$ cat src/rtl/chunked_adder_pkg.sv
// Shared types and helpers for the chunked add/subtract unit.
// Latency: n/a (declarations only).
// Backpressure: n/a (declarations only).
package chunked_adder_pkg;

    // Controller states; the encoding is fixed so debug probes can decode it.
    typedef enum logic [1:0] {
        ST_IDLE = 2'd0,
        ST_RUN  = 2'd1,
        ST_DONE = 2'd2
    } state_e;

    // Chunk counter width: ceil(log2(n)), never below one bit so N=1 still
    // has a real register.
    function automatic int cnt_width(input int n);
        return (n <= 2) ? 1 : $clog2(n);
    endfunction

endpackage

$ cat src/rtl/chunked_adder_slice.sv
// CHUNK-bit combinational ripple adder built from full-adder cells.
// Latency: combinational, zero cycles.
// Backpressure: none; output follows the inputs.
module chunk_slice
    import chunked_adder_pkg::*;
#(
    parameter int CHUNK = 4
) (
    input  logic [CHUNK-1:0] a,
    input  logic [CHUNK-1:0] b,
    input  logic             cin,
    output logic [CHUNK-1:0] s,
    output logic             cout,
    output logic             c_msb
);

    // Internal ripple carries; c[i] is the carry into bit i.
    logic [CHUNK:0] c;

    // Ripple the carry through CHUNK full-adder cells, LSB first.
    always_comb begin
        c    = '0;
        s    = '0;
        c[0] = cin;
        for (int i = 0; i < CHUNK; i++) begin
            s[i]   = a[i] ^ b[i] ^ c[i];
            c[i+1] = (a[i] & b[i]) | (c[i] & (a[i] ^ b[i]));
        end
    end

    assign cout  = c[CHUNK];
    // Carry into the slice MSB; on the last slice this is the carry into the
    // word's sign bit, which the overflow flag needs.
    assign c_msb = c[CHUNK-1];

endmodule

$ cat src/rtl/chunked_adder.sv
// Multi-cycle WIDTH-bit add/subtract, CHUNK bits per clock through one ripple slice.
// Latency: start accepted at edge k -> done pulses in the cycle after edge k+N (N = WIDTH/CHUNK).
// Backpressure: start is only taken in IDLE or DONE; start while busy is ignored.
module chunked_adder
    import chunked_adder_pkg::*;
#(
    parameter int WIDTH = 16,
    parameter int CHUNK = 4
) (
    input  logic             clk,
    input  logic             rst,
    input  logic             start,
    input  logic             sub,
    input  logic [WIDTH-1:0] x,
    input  logic [WIDTH-1:0] y,
    input  logic             ci,
    output logic             busy,
    output logic             done,
    output logic [WIDTH-1:0] z,
    output logic             co,
    output logic             overflow
);

    localparam int N  = WIDTH / CHUNK;
    localparam int CW = cnt_width(N);
    localparam logic [CW-1:0] LAST = CW'(N - 1);

    // A width that is not a whole number of chunks would leave bits unprocessed.
    if (WIDTH % CHUNK != 0) begin : g_bad_chunk
        $error("chunked_adder: WIDTH must be a multiple of CHUNK");
    end

    // Controller and datapath state.
    state_e           state_q, state_d;
    logic [CW-1:0]    cnt_q,   cnt_d;
    logic [WIDTH-1:0] a_q,     a_d;
    logic [WIDTH-1:0] b_q,     b_d;
    logic [WIDTH-1:0] acc_q,   acc_d;
    logic             carry_q, carry_d;
    logic [WIDTH-1:0] z_q,     z_d;
    logic             co_q,    co_d;
    logic             ovf_q,   ovf_d;

    // Slice interface.
    logic [31:0]      base;
    logic [CHUNK-1:0] sl_a;
    logic [CHUNK-1:0] sl_b;
    logic [CHUNK-1:0] sl_s;
    logic             sl_cout;
    logic             sl_cmsb;

    // Select the operand chunk addressed by the counter for the shared slice.
    always_comb begin
        base = 32'(cnt_q) * 32'(CHUNK);
        sl_a = a_q[base +: CHUNK];
        sl_b = b_q[base +: CHUNK];
    end

    chunk_slice #(
        .CHUNK (CHUNK)
    ) u_slice (
        .a     (sl_a),
        .b     (sl_b),
        .cin   (carry_q),
        .s     (sl_s),
        .cout  (sl_cout),
        .c_msb (sl_cmsb)
    );

    // Next-state logic: accept operands, step one chunk per RUN cycle, and
    // publish the result only on the final chunk.
    always_comb begin
        state_d = state_q;
        cnt_d   = cnt_q;
        a_d     = a_q;
        b_d     = b_q;
        acc_d   = acc_q;
        carry_d = carry_q;
        z_d     = z_q;
        co_d    = co_q;
        ovf_d   = ovf_q;

        case (state_q)
            ST_IDLE, ST_DONE: begin
                if (start) begin
                    // Subtraction is x + ~y + ~borrow, so the slice only ever adds.
                    a_d     = x;
                    b_d     = sub ? ~y : y;
                    carry_d = sub ? ~ci : ci;
                    cnt_d   = '0;
                    acc_d   = '0;
                    state_d = ST_RUN;
                end else begin
                    state_d = ST_IDLE;
                end
            end

            ST_RUN: begin
                acc_d[base +: CHUNK] = sl_s;
                carry_d              = sl_cout;
                if (cnt_q == LAST) begin
                    // Counter parks at zero so it never addresses past the word.
                    cnt_d   = '0;
                    z_d     = acc_d;
                    co_d    = sl_cout;
                    ovf_d   = sl_cmsb ^ sl_cout;
                    state_d = ST_DONE;
                end else begin
                    cnt_d = cnt_q + CW'(1);
                end
            end

            default: begin
                state_d = ST_IDLE;
            end
        endcase
    end

    // State registers; reset aborts any operation in flight.
    always_ff @(posedge clk) begin
        if (rst) begin
            state_q <= ST_IDLE;
            cnt_q   <= '0;
            a_q     <= '0;
            b_q     <= '0;
            acc_q   <= '0;
            carry_q <= 1'b0;
            z_q     <= '0;
            co_q    <= 1'b0;
            ovf_q   <= 1'b0;
        end else begin
            state_q <= state_d;
            cnt_q   <= cnt_d;
            a_q     <= a_d;
            b_q     <= b_d;
            acc_q   <= acc_d;
            carry_q <= carry_d;
            z_q     <= z_d;
            co_q    <= co_d;
            ovf_q   <= ovf_d;
        end
    end

    assign busy     = (state_q == ST_RUN);
    assign done     = (state_q == ST_DONE);
    assign z        = z_q;
    assign co       = co_q;
    assign overflow = ovf_q;

endmodule

$ cat config.mk
export PLATFORM = sky130hd
export DESIGN_NAME = chunked_adder
export DESIGN_NICKNAME = d
export VERILOG_FILES = /design/src/rtl/chunked_adder_pkg.sv /design/src/rtl/chunked_adder_slice.sv /design/src/rtl/chunked_adder.sv
export SDC_FILE = /design/constraint.sdc
export NUM_CORES = 1
export LEC_CHECK = 0
export ABC_CLOCK_PERIOD_IN_PS = 3200
export CAP_MARGIN = 30
export CORE_MARGIN = 2
export CORE_UTILIZATION = 28
export DETAILED_ROUTE_END_ITERATION = 10
export PLACE_DENSITY = 0.55
export SLEW_MARGIN = 20
export SYNTH_ARGS = -nofsm -noshare
export SYNTH_HDL_FRONTEND = slang
export SYNTH_HIERARCHICAL = 1
export SYNTH_SLANG_ARGS = --single-unit
$ cat constraint.sdc
create_clock -name clk -period 3.2 [get_ports clk]
set_input_delay 0.96 -clock clk [delete_from_list [all_inputs] [get_ports clk]]
set_output_delay 0.96 -clock clk [all_outputs]
set_load 0.1 [all_outputs]
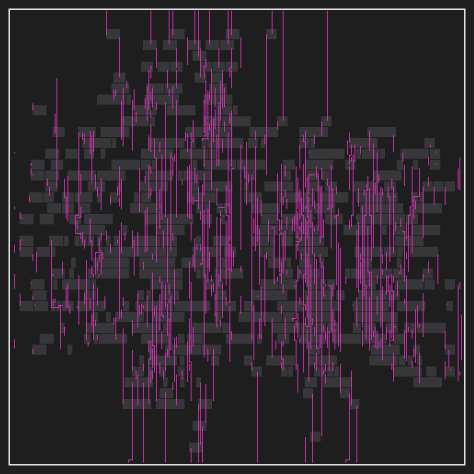
Run 1: signal wires on met2
(4 px per µm)
share of all routed wire: 48%
longest straight run: 43.5 µm
met2 Use GR: 20.44%
DRT Wirelength: 7.801 mm
Via Count: 2562

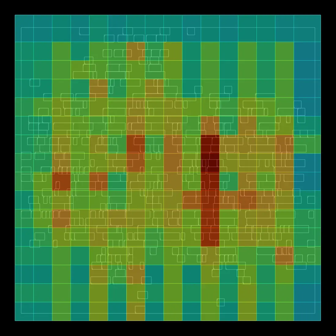
Run 1: routing congestion map
GRT Max-Usage Layer: met2
final core occ: 37.25%
Global Route met1 Usage: 16.81%
wire per inst: 14.69 µm

==> results.py, run 1 <==
# Generated from Yosys and OpenROAD reports
metrics = {
    "critical_path": {
        "arrival_ps": 3230,
        "critPathMaxFanout": 4,
        "rr_worst_depth": 10,
        "critPathKind": "reg -> reg",
        "cp-end-kind": "flop",
        "start_kind": "flop",
    },
    "synthesis": {
        "xor_share_pct": 4.698,
        "yosysUniqueCellTypes": 39,
        "fp_nets": 380,
        "ys_seq_share_pct": 42.36,
        "ys_top_logic_family": "AND-OR/OR-AND gates",
        "mux_share_pct": 5.369,
        "yosys_register_bits": 71,
        "ys_area_um2": 3356,
        "simple_gate_share_pct": 15.47,
        "syn_inst": 333,
        "synth-edff-count": 0,
        "ys_cells": 333,
        "async_reset_ff_share_pct": 0,
        "area_leaders": "dfxtp_1, mux4_2, a211oi_2",
        "synthFlopType": "dfxtp_1",
        "syn_avg_cell_area_um2": 10.08,
        "compound_area_share_pct": 20.32,
        "netlist_area_um2": 3356,
        "fa_ha_area_share_pct": 4.623,
    },
    "detailed_routing": {
        "wl_met1_mm": 3.718,
        "wl_met3_um": 265,
        "drc_errors": 0,
        "met2_length_mm": 3.780,
        "drt_iter0_drc": 182,
        "top_layer_used": "met4",
        "vias_per_cell": 4.825,
        "drtPass1Iterations": 4,
        "ant_nets": 0,
    },
    "final_timing": {
        "final_hold_viol_count": 0,
        "max_slew_margin_pct": 51.65,
        "tightest_slew_ps": 725.2,
        "period_used_pct": 94.45,
        "setup_viol": 0,
        "slew_viol_final": 0,
        "fin_tns_setup_ps": 0,
        "rsz0062_at_grt": "no",
        "period_minus_slack_ps": 3022,
        "skew_ps": 9.910,
    },
    "cts": {
        "path_clk_slew_ps": 60,
        "post_cts.repair.setup_buffers": 0,
        "htreeDepth": 3,
        "clock_path_buffers": 2,
        "cts_resized": 0,
        "insertion_delay_ps": 330,
        "clock-sinks": 71,
        "cts_buffers": 9,
        "cts_tree": "done",
        "cts_root_buffer": "clkbuf_16",
    },
    "placement": {
        "dp_hpwl_mm": 5.622,
        "gp_congestion": 0.7773,
    },
    "power_and_ir_drop": {
        "p_clk_mw": 1.15,
        "p_sw_mw": 0.5949,
        "comb_cell_power_mw": 0.333,
        "switching_share_pct": 24.51,
        "power_frac_clock_pct": 47.3,
        "power.leakage_nw": 1.599,
        "p_per_area_nw_per_um2": 563.4,
        "seq_power_mw": 0.946,
        "combPwrFrac_pct": 13.7,
    },
    "floorplan": {
        "io_pins": 57,
        "die_area_um2": 12880,
        "fp.dieW_um": 113.5,
        "fp_util_pct": 29.02,
        "floorplan.rows": 39,
        "core_region_area_um2": 11560,
    },
    "cells_and_area": {
        "layout-drive-gt1-share_pct": 19.85,
        "buffers": 65,
        "inverters": 14,
        "clkCellAreaFrac_pct": 8.045,
        "final-comb-area_um2": 1704,
        "area_delta_synth_final_pct": 28.37,
        "sh_seq_area_pct": 32.99,
        "clkbuf_count": 9,
        "insertedDiodeCount": 0,
        "largestClassByArea": "multi-input combinational cells",
        "fin_nets": 430,
        "fillerInstances": 1167,
        "layout_top_cell": "dfxtp_1",
        "flop_area_um2": 1421,
        "flops": 71,
        "comb_cells": 222,
    },
    "job": {
        "warnings": 31,
        "max_cap_violations": 0,
    },
    "global_route": {
        "met3_usage_pct": 3.507,
        "grt_pass1_wl_mm": 12.79,
        "gr-total-overflow": 0,
        "grt_pass1_vias": 2511,
        "grt_max_degree": 54,
        "antenna_found_initial": 0,
    },
    "hold_path": {
        "min_path_cells": 2,
        "min_path_type": "reg -> reg",
    },
    "run_status": {
        "status": "complete, no violations",
    },
}
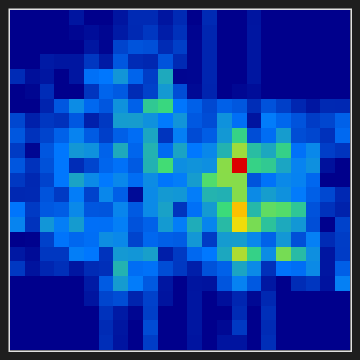
Run 1: wire density map
(3 px per µm) 23 x 23 tiles, from dark blue (low) to red (high), scaled to the fullest tile. Values are wire area over tile area, all layers added.
densest ninth of the die: middle
fullest tile: 0.63
emptiest ninth of the die: top right
nearly empty tiles: 30%
tiles over half the peak: 2.8%
total track usage: 12.58%

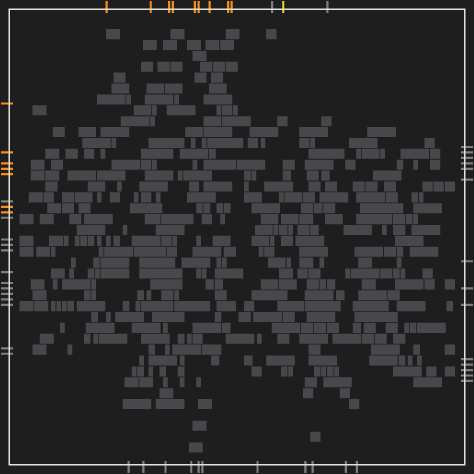
Run 1: pin map
(4 px per µm) Pins as bars across the die edge, other pins in gray.
legend:
  y:
    color: orange
    pins: 16
    direction: input
    edge: 9 top, 7 left
  overflow:
    color: yellow
    pins: 1
    direction: output
    edge: top
all pins by edge: 20 left, 14 right, 12 top, 11 bottom
Die Ht: 113.5 µm
I/O Buffers: 56

[run 1: path summary, 6_finish.rpt]
kind | from | endpoint | slack [ps]
min | a_q[13] | a_q[13] | 460
max | cnt_q[0] | z[7] | 180
max reg2reg | cnt_q[0] | z[7] | 180
min reg2reg | a_q[13] | a_q[13] | 460
[run 1: state kept, by name (all words and copies together), names as in the netlist]
signal and cells:
cnt_q 2, b_q 16, state_q 2, overflow 1, carry_q 1, a_q 16
co 1, acc_q 16, z 16
[run 1: stage by stage]
| step | hold slack (ps) | instance area (µm²) | power (mW) | std cells | setup WS (ps) |
|---|---|---|---|---|---|
| after floorplan | 433.1 | 3356 | 1.187 | 333 | 43.48 |
| after global placement | 443.3 | 3955 | 1.296 | 515 | 215.5 |
| after detailed placement | 449.1 | 3955 | 1.299 | 515 | 170.4 |
| after CTS | 458.5 | 4302 | 2.448 | 531 | 152.6 |
| after global routing | 477.0 | 4308 | 2.526 | 531 | 21.10 |
| final | 455.5 | 4308 | 2.427 | 531 | 177.5 |
[run 1: synthesized netlist by cell type, types with 2 or more instances]
library cell and number:
buf_6 7, and2_1 3, nor2b_1 9, and4bb_2 2
a211oi_4 2, nand3_1 2, ha_1 6, fa_1 4
a21oi_1 19, a22o_1 12, a221oi_1 12, a32o_1 4
nand2_1 35, dfxtp_1 71, a211oi_2 14, xnor2_1 17
a211oi_1 9, buf_2 11, buf_4 5, inv_1 13
mux4_2 8, a41oi_1 4, clkbuf_2 2, nor3_1 12
nor2_1 36
[run 1: worst max-delay path: stages (launching register included)]
cell,delay [ps]
dfxtp_1,410
mux4_2,540
fa_1,430
inv_1,80
fa_1,180
fa_1,170
inv_1,70
fa_1,470
nor2b_2,200
a221oi_1,270
nor3_1,80
Run 1, the metal 3 layer:
(4 px per µm)
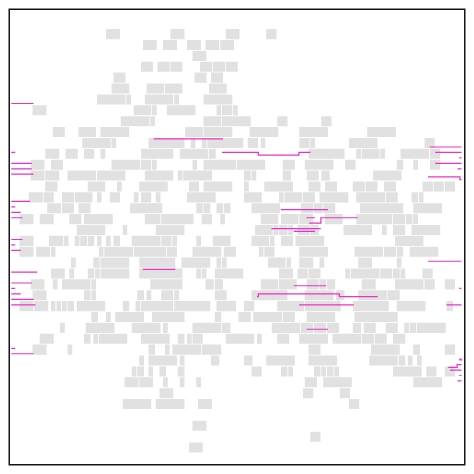

==> run 1 -> run 2 <==
- CORE_UTILIZATION: 28 -> 48
- PLACE_DENSITY: 0.55 -> 0.82
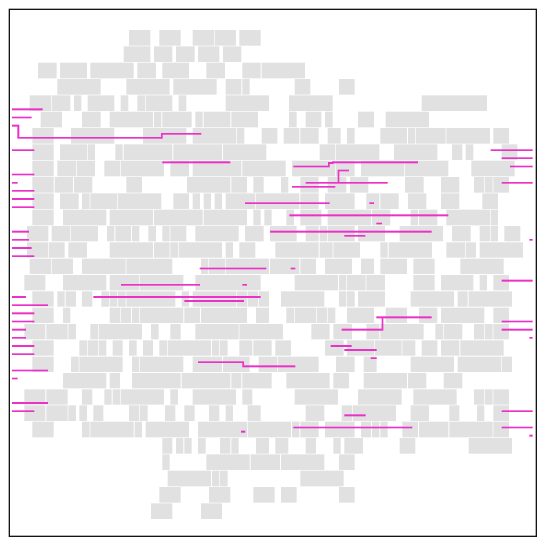
Run 2: the metal 3 layer
(6 px per µm)
share of all routed wire: 5.8%
longest straight run: 27.6 µm
nets with wire on the layer: 49
main direction: horizontal
wire length on this layer: 411 µm
Via Count: 2591
DRT Wirelength: 7.074 mm
met3 Resource Use GR: 5.938%

==> run 2 against run 1 <==
  * Total power shrank 15%
  * Clock skew shrank 3.0 ps
  * Maximum frequency grew 0.98%
  * Final cell count shrank 9.2%
  * Register-to-register slack gained 30 ps
  * Clock power shrank 32%
==> results.py, run 2 <==
# Generated from Yosys and OpenROAD reports
metrics = {
    "final_timing": {
        "final_hold_viol_count": 0,
        "max_freq_ghz": 0.3341,
        "skew_ps": 6.914,
        "setup_slack_ps": 206.8,
        "fin_tns_setup_ps": 0,
        "rsz0062_at_grt": "no",
        "max_slew_margin_pct": 40.34,
        "setup_viol": 0,
        "period_used_pct": 93.54,
        "tightest_slew_ps": 894.9,
        "slew_viol_final": 0,
        "period_minus_slack_ps": 2993,
        "timing.hold.ws_ps": 455.0,
    },
    "global_route": {
        "grt_use_total_pct": 19.04,
        "antenna_found_initial": 0,
        "grt_max_degree": 41,
        "grt_pass1_wl_mm": 11.32,
        "busiest_layer": "met2",
        "grt_pass1_vias": 2437,
        "gr-total-overflow": 0,
    },
    "placement": {
        "dp.cells": 466,
        "numPortBuffers": 56,
        "dp_slack_ps": 118.8,
        "placed_cell_area_um2": 3881,
        "gp_congestion": 0.8212,
        "dp_hpwl_mm": 4.950,
    },
    "detailed_routing": {
        "drc_errors": 0,
        "ant_nets": 0,
        "vias_per_cell": 5.376,
        "wl_met3_um": 411,
        "met2_length_mm": 3.414,
        "wl_met1_mm": 3.097,
        "drtPass1Iterations": 4,
        "drt_iter0_drc": 133,
        "top_layer_used": "met4",
    },
    "critical_path": {
        "cp-end-kind": "flop",
        "crit_chain": "buf_4, mux4_2, inv_1, fa_1, fa_1, inv_1, fa_1, nor2b_2, a221oi_1, nor3_1",
        "critPathKind": "reg -> reg",
        "cpMostUsedCell": "fa_1",
        "slowest_stage": "fa_1",
        "max_stage_delay_ps": 450,
        "arrival_ps": 3230,
        "cp.required_ps": 3440,
        "critPathMaxFanout": 13,
        "start_kind": "flop",
    },
    "synthesis": {
        "netlist_area_um2": 3356,
        "ys_cells": 333,
        "yosys_register_bits": 71,
        "yosysUniqueCellTypes": 39,
        "yosys-top-cells-count": "dfxtp_1, nor2_1, nand2_1, a21oi_1, xnor2_1",
        "area_leaders": "dfxtp_1, mux4_2, a211oi_2",
        "syn_inst": 333,
        "fp_nets": 380,
        "top_area_cell": "dfxtp_1",
        "netlist.area_leader.share_pct": 42.36,
        "yosysMostFrequentCell": "dfxtp_1",
        "syn_avg_cell_area_um2": 10.08,
        "ys_seq_share_pct": 42.36,
        "async_reset_ff_share_pct": 0,
        "ys_area_um2": 3356,
        "synth-edff-count": 0,
        "ys_warn_count": 6,
        "synthFlopType": "dfxtp_1",
    },
    "floorplan": {
        "fp_util_pct": 49.39,
        "die_area_um2": 7676,
        "core_region_area_um2": 6794,
        "floorplan.rows": 30,
        "dieHeight_um": 87.61,
        "io_pins": 57,
        "fp.dieW_um": 87.61,
    },
    "cells_and_area": {
        "instances_no_fill": 482,
        "area_delta_synth_final_pct": 22.56,
        "fin_nets": 428,
        "final_core_util_pct": 60.53,
        "layout_top_cell": "dfxtp_1",
        "insertedDiodeCount": 0,
        "layout-drive-gt1-share_pct": 20.21,
        "fillerInstances": 600,
        "final_area_um2": 4113,
        "final_cell_mix": "dfxtp_1, nor2_1, nand2_1, clkdlybuf4s50_1, buf_4",
    },
    "cts": {
        "insertion_delay_ps": 350,
        "clock_path_buffers": 2,
        "htreeDepth": 3,
        "cts_root_buffer": "clkbuf_8",
        "clock-sinks": 71,
        "path_clk_slew_ps": 80,
        "cts_buffers": 9,
        "cts_tree": "done",
    },
    "run_status": {
        "status": "complete, no violations",
    },
    "job": {
        "warnings": 31,
        "max_cap_violations": 0,
    },
    "power_and_ir_drop": {
        "peakVddDrop_mv": 0.4108,
        "finalPower_mw": 2.060,
        "p_per_area_nw_per_um2": 500.9,
        "power.leakage_nw": 1.526,
    },
    "hold_path": {
        "min_path_type": "reg -> reg",
    },
}
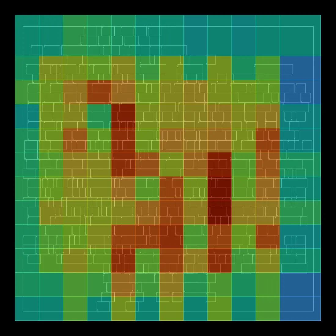
Run 2: routing congestion map
met2 Use GR: 32.02%
Global Route met1 Usage: 23.26%
wire per inst: 14.68 µm

-- run 2: netlist changes by cell type in the layout (fill, tap and decap cells not counted), sizes merged --
cell      delta
clkinv       -3
clkinvlp     +3
buf          -2
bufinv       -1
inv          +1
-- run 2: repair_timing --
action / CTS / global route
setup buffers: 0 / 0
endpoints found under the setup margin: 0 / 2
hold buffers: 0 / 0
resized: 0 / 4
-- run 2: power breakdown --
group / leakage (nW) / internal, mW / switching (mW)
Clock: 0.102 / 0.439 / 0.347
Combinational: 0.844 / 0.146 / 0.183
Sequential: 0.580 / 0.921 / 0.0235
Total: 1.53 / 1.51 / 0.554
-- run 2: cell type report --
class                      instances  area, µm²  area share, %
clock buffer                       9      123.9          3.012
tap                               96      120.1          2.921
clock inverter                     7      96.34          2.343
timing repair buffer              63      583.1          14.18
sequential                        71       1424          34.62
inverter                          14      55.05          1.339
multi-input combinational        222       1710          41.59
-- run 2: cells by family (layout without fill, tap and decap cells) --
kind of cell	after synthesis	count (layout)	synth area share, %
flops	71	71	42.36
mux	8	8	5.369
fa+ha+maj	10	10	4.623
compound gates	79	79	20.32
xor+xnor	18	18	4.698
buf+inv	40	93	7.159
simple gates	107	107	15.47
-- run 2: worst max-delay path: cells and delay by family, from the launching register on --
kind	cells	cell delay [ps]
adder cells (fa/ha/maj)	3	1260
buffers and inverters	3	360
flip-flops	1	350
multiplexers	1	350
AND/OR/NAND/NOR	2	280
AND-OR/OR-AND	1	270
-- run 2: worst paths after layout --
path / start / end / slack [ps] / cells past startpoint
setup / recovery: cnt_q[0] / z[15] / 210 / 10
hold / removal: a_q[6] / a_q[6] / 450 / 2
setup reg to reg: cnt_q[0] / z[15] / 210 / 10
hold reg to reg: a_q[6] / a_q[6] / 450 / 2
Power and IR drop assume default switching activity.
